## src/rtl/prime_bracket_pkg.sv

```systemverilog
// Shared types and constants for the prime_bracket block.
//   DEFAULT_WIDTH : default operand width in bits
//   state_t       : bracket-search FSM states
//   pt_state_t    : primality-tester FSM states
package prime_bracket_pkg;

    localparam int unsigned DEFAULT_WIDTH = 14;

    typedef enum logic [2:0] {
        IDLE,
        UP_INIT,
        UP_TEST,
        LOW_INIT,
        LOW_TEST,
        DONE
    } state_t;

    typedef enum logic [1:0] {
        PT_IDLE,
        PT_CHECK,
        PT_DIV,
        PT_EVAL
    } pt_state_t;

endpackage

```

## src/rtl/prime_test.sv

```systemverilog
// Trial-division primality tester with a sequential restoring divider.
//   clk, reset : clock, async active-high reset
//   start      : pulse to begin testing `candidate`
//   candidate  : unsigned value to test (captured on start)
//   done       : one-cycle pulse when the verdict is ready
//   is_prime   : verdict, valid while done is high
module prime_test
    import prime_bracket_pkg::*;
#(
    parameter int unsigned WIDTH = DEFAULT_WIDTH
) (
    input  logic             clk,
    input  logic             reset,
    input  logic             start,
    input  logic [WIDTH-1:0] candidate,
    output logic             done,
    output logic             is_prime
);

    localparam int unsigned CW = $clog2(WIDTH + 1);
    localparam int unsigned SW = 2 * WIDTH;

    pt_state_t        st_q, st_nxt;
    logic [WIDTH-1:0] cand_q, cand_nxt;
    logic [WIDTH-1:0] div_q, div_nxt;
    logic [WIDTH-1:0] dvd_q, dvd_nxt;
    logic [WIDTH:0]   rem_q, rem_nxt;
    logic [CW-1:0]    cnt_q, cnt_nxt;
    logic             done_nxt, prime_nxt;

    logic [SW-1:0]    div_sq;
    logic [WIDTH:0]   rem_sh;

    // Divisor square at double width so it never wraps.
    assign div_sq = SW'(div_q) * SW'(div_q);
    // Restoring step: shift next dividend bit into the partial remainder.
    assign rem_sh = {rem_q[WIDTH-1:0], dvd_q[WIDTH-1]};

    // State and datapath registers.
    always_ff @(posedge clk or posedge reset) begin
        if (reset) begin
            st_q     <= PT_IDLE;
            cand_q   <= '0;
            div_q    <= '0;
            dvd_q    <= '0;
            rem_q    <= '0;
            cnt_q    <= '0;
            done     <= 1'b0;
            is_prime <= 1'b0;
        end else begin
            st_q     <= st_nxt;
            cand_q   <= cand_nxt;
            div_q    <= div_nxt;
            dvd_q    <= dvd_nxt;
            rem_q    <= rem_nxt;
            cnt_q    <= cnt_nxt;
            done     <= done_nxt;
            is_prime <= prime_nxt;
        end
    end

    // Divisor sequencing 2,3,5,7,... and one remainder bit per cycle.
    always_comb begin
        st_nxt    = st_q;
        cand_nxt  = cand_q;
        div_nxt   = div_q;
        dvd_nxt   = dvd_q;
        rem_nxt   = rem_q;
        cnt_nxt   = cnt_q;
        done_nxt  = 1'b0;
        prime_nxt = is_prime;

        case (st_q)
            PT_IDLE: begin
                if (start) begin
                    cand_nxt = candidate;
                    div_nxt  = WIDTH'(2);
                    st_nxt   = PT_CHECK;
                end
            end
            PT_CHECK: begin
                if (cand_q < WIDTH'(2)) begin
                    done_nxt  = 1'b1;
                    prime_nxt = 1'b0;
                    st_nxt    = PT_IDLE;
                end else if (div_sq > SW'(cand_q)) begin
                    // Divisor list exhausted (also covers 2 and 3).
                    done_nxt  = 1'b1;
                    prime_nxt = 1'b1;
                    st_nxt    = PT_IDLE;
                end else begin
                    rem_nxt = '0;
                    dvd_nxt = cand_q;
                    cnt_nxt = CW'(WIDTH);
                    st_nxt  = PT_DIV;
                end
            end
            PT_DIV: begin
                if (rem_sh >= {1'b0, div_q}) begin
                    rem_nxt = rem_sh - {1'b0, div_q};
                end else begin
                    rem_nxt = rem_sh;
                end
                dvd_nxt = dvd_q << 1;
                cnt_nxt = cnt_q - CW'(1);
                if (cnt_q == CW'(1)) begin
                    st_nxt = PT_EVAL;
                end
            end
            PT_EVAL: begin
                if (rem_q == '0) begin
                    done_nxt  = 1'b1;
                    prime_nxt = 1'b0;
                    st_nxt    = PT_IDLE;
                end else begin
                    div_nxt = (div_q == WIDTH'(2)) ? WIDTH'(3) : div_q + WIDTH'(2);
                    st_nxt  = PT_CHECK;
                end
            end
            default: st_nxt = PT_IDLE;
        endcase
    end

endmodule

```

## src/rtl/prime_bracket.sv

```systemverilog
// Finds the nearest primes above and below an input value.
//   clk, reset            : clock, async active-high reset
//   in_valid/in_ready     : request handshake, in_value = N
//   out_valid/out_ready   : result handshake
//   up_prime/up_found     : smallest prime above N (>= N if INCLUSIVE)
//   low_prime/low_found   : largest prime below N (<= N if INCLUSIVE)
module prime_bracket
    import prime_bracket_pkg::*;
#(
    parameter int unsigned WIDTH     = DEFAULT_WIDTH,
    parameter int unsigned INCLUSIVE = 0
) (
    input  logic             clk,
    input  logic             reset,
    input  logic             in_valid,
    output logic             in_ready,
    input  logic [WIDTH-1:0] in_value,
    output logic             out_valid,
    input  logic             out_ready,
    output logic [WIDTH-1:0] up_prime,
    output logic [WIDTH-1:0] low_prime,
    output logic             up_found,
    output logic             low_found
);

    localparam bit               INCL    = (INCLUSIVE != 0);
    localparam logic [WIDTH-1:0] MAX_VAL = '1;

    state_t           state, state_nxt;
    logic [WIDTH-1:0] n_q, n_nxt;
    logic [WIDTH-1:0] cand_q, cand_nxt;
    logic             start_q, start_nxt;
    logic [WIDTH-1:0] up_prime_nxt, low_prime_nxt;
    logic             up_found_nxt, low_found_nxt;
    logic             pt_done, pt_prime;

    // Single tester shared by the upward and downward searches.
    prime_test #(.WIDTH(WIDTH)) u_prime_test (
        .clk       (clk),
        .reset     (reset),
        .start     (start_q),
        .candidate (cand_q),
        .done      (pt_done),
        .is_prime  (pt_prime)
    );

    // State, datapath and registered outputs.
    always_ff @(posedge clk or posedge reset) begin
        if (reset) begin
            state     <= IDLE;
            n_q       <= '0;
            cand_q    <= '0;
            start_q   <= 1'b0;
            up_prime  <= '0;
            low_prime <= '0;
            up_found  <= 1'b0;
            low_found <= 1'b0;
            in_ready  <= 1'b1;
            out_valid <= 1'b0;
        end else begin
            state     <= state_nxt;
            n_q       <= n_nxt;
            cand_q    <= cand_nxt;
            start_q   <= start_nxt;
            up_prime  <= up_prime_nxt;
            low_prime <= low_prime_nxt;
            up_found  <= up_found_nxt;
            low_found <= low_found_nxt;
            in_ready  <= (state_nxt == IDLE);
            out_valid <= (state_nxt == DONE);
        end
    end

    // Bracket search sequencing.
    always_comb begin
        state_nxt     = state;
        n_nxt         = n_q;
        cand_nxt      = cand_q;
        start_nxt     = 1'b0;
        up_prime_nxt  = up_prime;
        low_prime_nxt = low_prime;
        up_found_nxt  = up_found;
        low_found_nxt = low_found;

        case (state)
            IDLE: begin
                if (in_valid) begin
                    n_nxt     = in_value;
                    state_nxt = UP_INIT;
                end
            end
            UP_INIT: begin
                if (!INCL && n_q == MAX_VAL) begin
                    up_found_nxt = 1'b0;
                    up_prime_nxt = '0;
                    state_nxt    = LOW_INIT;
                end else begin
                    cand_nxt  = INCL ? n_q : n_q + WIDTH'(1);
                    start_nxt = 1'b1;
                    state_nxt = UP_TEST;
                end
            end
            UP_TEST: begin
                if (pt_done) begin
                    if (pt_prime) begin
                        up_prime_nxt = cand_q;
                        up_found_nxt = 1'b1;
                        state_nxt    = LOW_INIT;
                    end else if (cand_q == MAX_VAL) begin
                        up_prime_nxt = '0;
                        up_found_nxt = 1'b0;
                        state_nxt    = LOW_INIT;
                    end else begin
                        cand_nxt  = cand_q + WIDTH'(1);
                        start_nxt = 1'b1;
                    end
                end
            end
            LOW_INIT: begin
                // Non-inclusive start is N-1, so N<3 leaves nothing >= 2.
                if (n_q < (INCL ? WIDTH'(2) : WIDTH'(3))) begin
                    low_found_nxt = 1'b0;
                    low_prime_nxt = '0;
                    state_nxt     = DONE;
                end else begin
                    cand_nxt  = INCL ? n_q : n_q - WIDTH'(1);
                    start_nxt = 1'b1;
                    state_nxt = LOW_TEST;
                end
            end
            LOW_TEST: begin
                if (pt_done) begin
                    if (pt_prime) begin
                        low_prime_nxt = cand_q;
                        low_found_nxt = 1'b1;
                        state_nxt     = DONE;
                    end else if (cand_q == WIDTH'(2)) begin
                        low_prime_nxt = '0;
                        low_found_nxt = 1'b0;
                        state_nxt     = DONE;
                    end else begin
                        cand_nxt  = cand_q - WIDTH'(1);
                        start_nxt = 1'b1;
                    end
                end
            end
            DONE: begin
                if (out_ready) begin
                    state_nxt = IDLE;
                end
            end
            default: state_nxt = IDLE;
        endcase
    end

endmodule

```

## config.mk

```make
export PLATFORM = sky130hd
export DESIGN_NAME = prime_bracket
export DESIGN_NICKNAME = d
export VERILOG_FILES = /design/src/rtl/prime_bracket_pkg.sv /design/src/rtl/prime_test.sv /design/src/rtl/prime_bracket.sv
export SDC_FILE = /design/constraint.sdc
export NUM_CORES = 1
export LEC_CHECK = 0
export ABC_AREA = 1
export CAP_MARGIN = 20
export CORE_ASPECT_RATIO = 0.5
export CORE_MARGIN = 2
export CORE_UTILIZATION = 53
export CTS_BUF_LIST = sky130_fd_sc_hd__clkbuf_2
export CTS_CLUSTER_SIZE = 40
export DETAILED_ROUTE_END_ITERATION = 16
export PLACE_DENSITY = 0.78
export SLEW_MARGIN = 20
export SYNTH_ARGS = -nofsm -noshare
export SYNTH_HDL_FRONTEND = slang
export SYNTH_HIERARCHICAL = 1
export SYNTH_SLANG_ARGS = --single-unit
```

## constraint.sdc

```tcl
create_clock -name clk -period 7.8 [get_ports clk]
set_input_delay 1.95 -clock clk [delete_from_list [all_inputs] [get_ports clk]]
set_output_delay 1.95 -clock clk [all_outputs]
set_load 0.05 [all_outputs]
```

Fig. 1: M1 wires
(2 px per um)
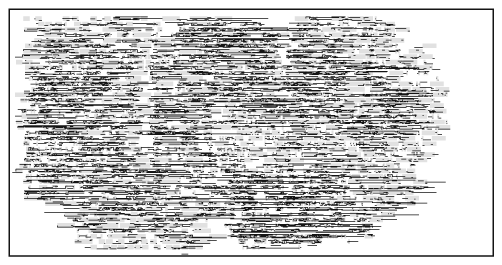
nets with wire on the layer = 2,291
longest straight run = 40.0 um
wire length on this layer = 16,500 um

Fig. 2: M3 wires
(1.5 px per um)
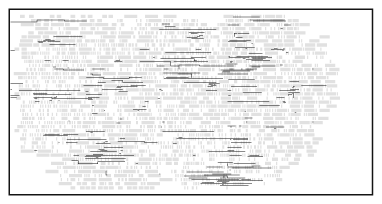
share of all routed wire = 6.0%
nets with wire on the layer = 166
longest straight run = 47.4 um
wire length on this layer = 2,200 um
main direction = horizontal

Fig. 3: M4 wires
(1.5 px per um)
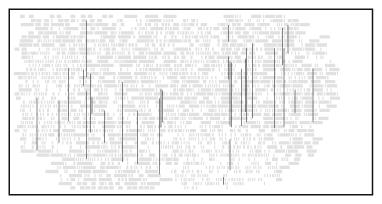
wire length on this layer = 953 um
nets with wire on the layer = 28
main direction = vertical

Fig. 4: signal wires on met2
(2 px per um)
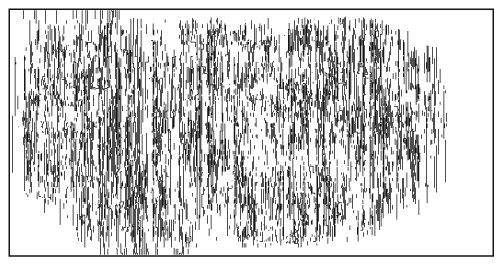
share of all routed wire = 47%
longest straight run = 58.5 um
nets with wire on the layer = 1,905

==> flow_summary.yaml <==
# yosys + openroad results
run_status:
  outcome: "finished, final reports clean"
setup_path:
  critPathLaunchType: "register"
  end_kind: "register"
  r2r-end: "u_prime_test/dvd_q[3]"
  worstPathArrival_ns: 7.92
  crit_start: "u_prime_test/div_q[6]"
  cp_slowest_cell: "dfrtp_1"
  timing.critical_path.to: "u_prime_test/dvd_q[3]"
  r2r-start: "u_prime_test/div_q[6]"
  reg2reg_depth: 40
  worst-path-max-fanout: 19
  max_stage_delay_ns: 0.71
  required_ns: 8.43
  path_common_cell: "nand2_1"
  r2r_slack_ns: 0.51
  critPathKind: "register to register"
drt:
  ant_nets: 0
  drt-initial-drc-count: 1020
  viasPerCell: 5.223
  vias: 13180
  wl_per_cell_um: 14.57
  drc: 0
  dr.pass1.iters: 6
  wirelength_mm: 36.78
die:
  io_pins: 50
  die_w_um: 241.2
  coreArea_um2: 27710
  nWellTaps: 382
  dieArea_um2: 29580
  initCoreUtil: 0.5383
  rows: 43
  fp.dieH_um: 122.6
place:
  gp_congestion: 0.9460
  dp_hpwl_mm: 29.73
  portBuffers: 49
layout:
  layout_top_cells: "nand2_1 (610), inv_1 (425), ha_1 (147)"
  area_growth_syn_to_layout_pct: 7.625
  final_common_cell: "nand2_1"
  clock_buffers: 19
  fillCellCount: 2570
  seq_cells: 129
  flop_area_um2: 3232
  top_register: "u_prime_test/rem_q"
  logic_area_um2: 9819
  nNonClkBuffers: 65
  clock_area_frac: 0.01512
  sh_seq_area: 0.2013
  nets: 2412
  num-multi-input-gates: 1472
  antenna_cells: 0
  largest_class: "multi-input combinational cells"
  layout-drive-gt1-share: 0.04995
  comb_area_frac: 0.6117
  largest_reg_flops: 15
  n_all_inverters: 444
  buf_share: 0.03827
logic_synthesis:
  synthDistinctLibCells: 48
  postSynthAreaPerCell_um2: 7.133
  async_reset_ff_frac: 1.000
  ys_seq_frac: 0.2165
  synth_cells: 2091
  ys_area_um2: 14920
  yosysWarnings: 6
  edf_count: 0
  syn_area_um2: 14920
  yosys_most_used_dff: "dfrtp_1"
  fp_nets: 2374
  ys_cells: 2091
  synth_flops: 129
timing:
  tns_ns: 0
  skew_ns: 0.05697
  rsz0062_at_grt: "no"
  worst_pin_slew_ns: 0.9770
  hold_viol: 0
  fmax_ghz: 0.1371
  layout_min_cycle_time_ns: 7.293
  setup_viol: 0
  maxSlewHeadroom: 0.3451
  period_used_share: 0.9350
  drv_slew: 0
global_route:
  grt_pass1_vias: 12380
  grt_use_total: 0.2568
  grt-ovfl-total: 0
  antenna_found_initial: 0
  grt_pass1_wl_mm: 60.06
  grt_max_degree: 66
cts:
  cts.sinks: 129
  clk_pin_slew_worst_paths_ns: 0.21
  worstSkewPairLatency_ns: 0.76
  cts_setup_buffers: 0
  tritoncts: "done"
  cts_made_buffers: 17
  h-tree-depth: 4
  cts_buffer_depth: 2
  cts_root_buffer: "clkbuf_2"
power_and_ir_drop:
  p_comb_frac: 0.573
  peakVddDrop_mv: 0.1876
  seq_power_share: 0.308
  clkPwrFrac: 0.119
  powerDensity_nw_per_um2: 232.6
  p_total_uw: 3734
  p_int_uw: 1801
  p_leak_uw: 0.009574
  power.share.switching: 0.5176
  switching_power_uw: 1933
run:
  drv_cap: 0
  warning_count: 31
worst_hold_path:
  worstHoldPathCells: 2
  hold_class: "register to register"
[how the worst min path moves through the flow]
stage	startpoint	slack, ns	end
2_1_floorplan	u_prime_test/dvd_q[0]	0.47	u_prime_test/dvd_q[0]
3_3_place_gp	low_prime[10]	0.46	low_prime[10]
3_5_place_dp	low_prime[6]	0.46	low_prime[6]
4_1_cts	low_prime[6]	0.50	low_prime[6]
5_1_grt	low_found	0.53	low_found
6_report	low_prime[6]	0.50	low_prime[6]
[cell usage after synthesis (2+ instances only)]
library cell  number  area share
a21boi_0           3      0.0015
a21o_1             2      0.0010
a21oi_1           91       0.031
a31oi_1            3      0.0013
and2_1             4      0.0017
buf_1              5      0.0013
buf_2              9      0.0030
buf_6              2      0.0015
clkbuf_1          29      0.0073
clkinv_1           3     0.00075
dfrtp_1          128        0.21
fa_1             118        0.16
ha_1             147        0.12
inv_1            427        0.11
inv_2             14      0.0035
mux2_2            12      0.0091
nand2_1          610        0.15
nand2_2            5      0.0021
nand2_4            3      0.0023
nand3_1          124       0.042
nand3_2            5      0.0034
nand3b_1          10      0.0050
nand4_1           27       0.011
nor2_1           123       0.031
nor2_2             3      0.0013
nor2_4             3      0.0023
nor3_1            21      0.0070
nor4_1             6      0.0025
o211ai_1           3      0.0015
o21ai_0           70       0.023
o21ai_1           15      0.0050
o21bai_1           8      0.0040
or2_2              3      0.0013
xnor2_1           14      0.0082
xor2_1            28       0.016
[timing repair]
action / 4_1_cts / 5_1_grt
endpoints found under the setup margin: 0 / 8
hold buffers: 0 / 0
gates resized: 0 / 2
[worst max-delay path: cells and delay by family (launching register included)]
family,cells,cell delay (ns)
xor gates and xnor gates,2,0.33
adders and majority gates,8,3.48
buffers and inverters,10,0.78
DFF,1,0.71
and+or+nand+nor,20,1.86
[routing by layer]
layer  GRT usage  share of wire  wire length [um]
met1      0.3535           0.45             16460
met2      0.4253           0.47             17170
met3     0.03306          0.060              2198
met4     0.08063          0.026               953
met5           0              0                 0
[logic make-up (layout without fill, tap and decap cells)]
group | after synthesis | count (layout) | share of synthesized area
AND-OR/OR-AND | 203 | 203 | 0.07407
adder cells (fa/ha/maj) | 265 | 265 | 0.2817
AND/OR/NAND/NOR | 949 | 949 | 0.2680
multiplexers | 13 | 13 | 0.009731
XOR/XNOR | 42 | 42 | 0.02466
flip-flops | 129 | 129 | 0.2165
buffers and inverters | 490 | 541 | 0.1253
[stage by stage]
step	hold WS (ns)	cell area (um2)	instances	utilization	setup WS [ns]
after floorplan	0.4690	14920	2091	-	1.299
after global placement	0.4556	15800	2491	0.5701	0.6869
after detailed placement	0.4572	15800	2491	0.5701	0.5277
after CTS	0.5022	16040	2523	0.5789	0.4943
after global routing	0.5281	16050	2524	0.5794	0.01089
final	0.4966	16050	2524	0.5794	0.5071
[power groups by stage]
stage          Clock (uW)  Sequential, uW  Combinational [uW]
3_5_place_dp            0            1150                2100
6_report              445            1150                2140
3_3_place_gp            0            1150                2060
4_1_cts               450            1140                2110
2_1_floorplan           0            1070                1670
5_1_grt               479            1170                2420
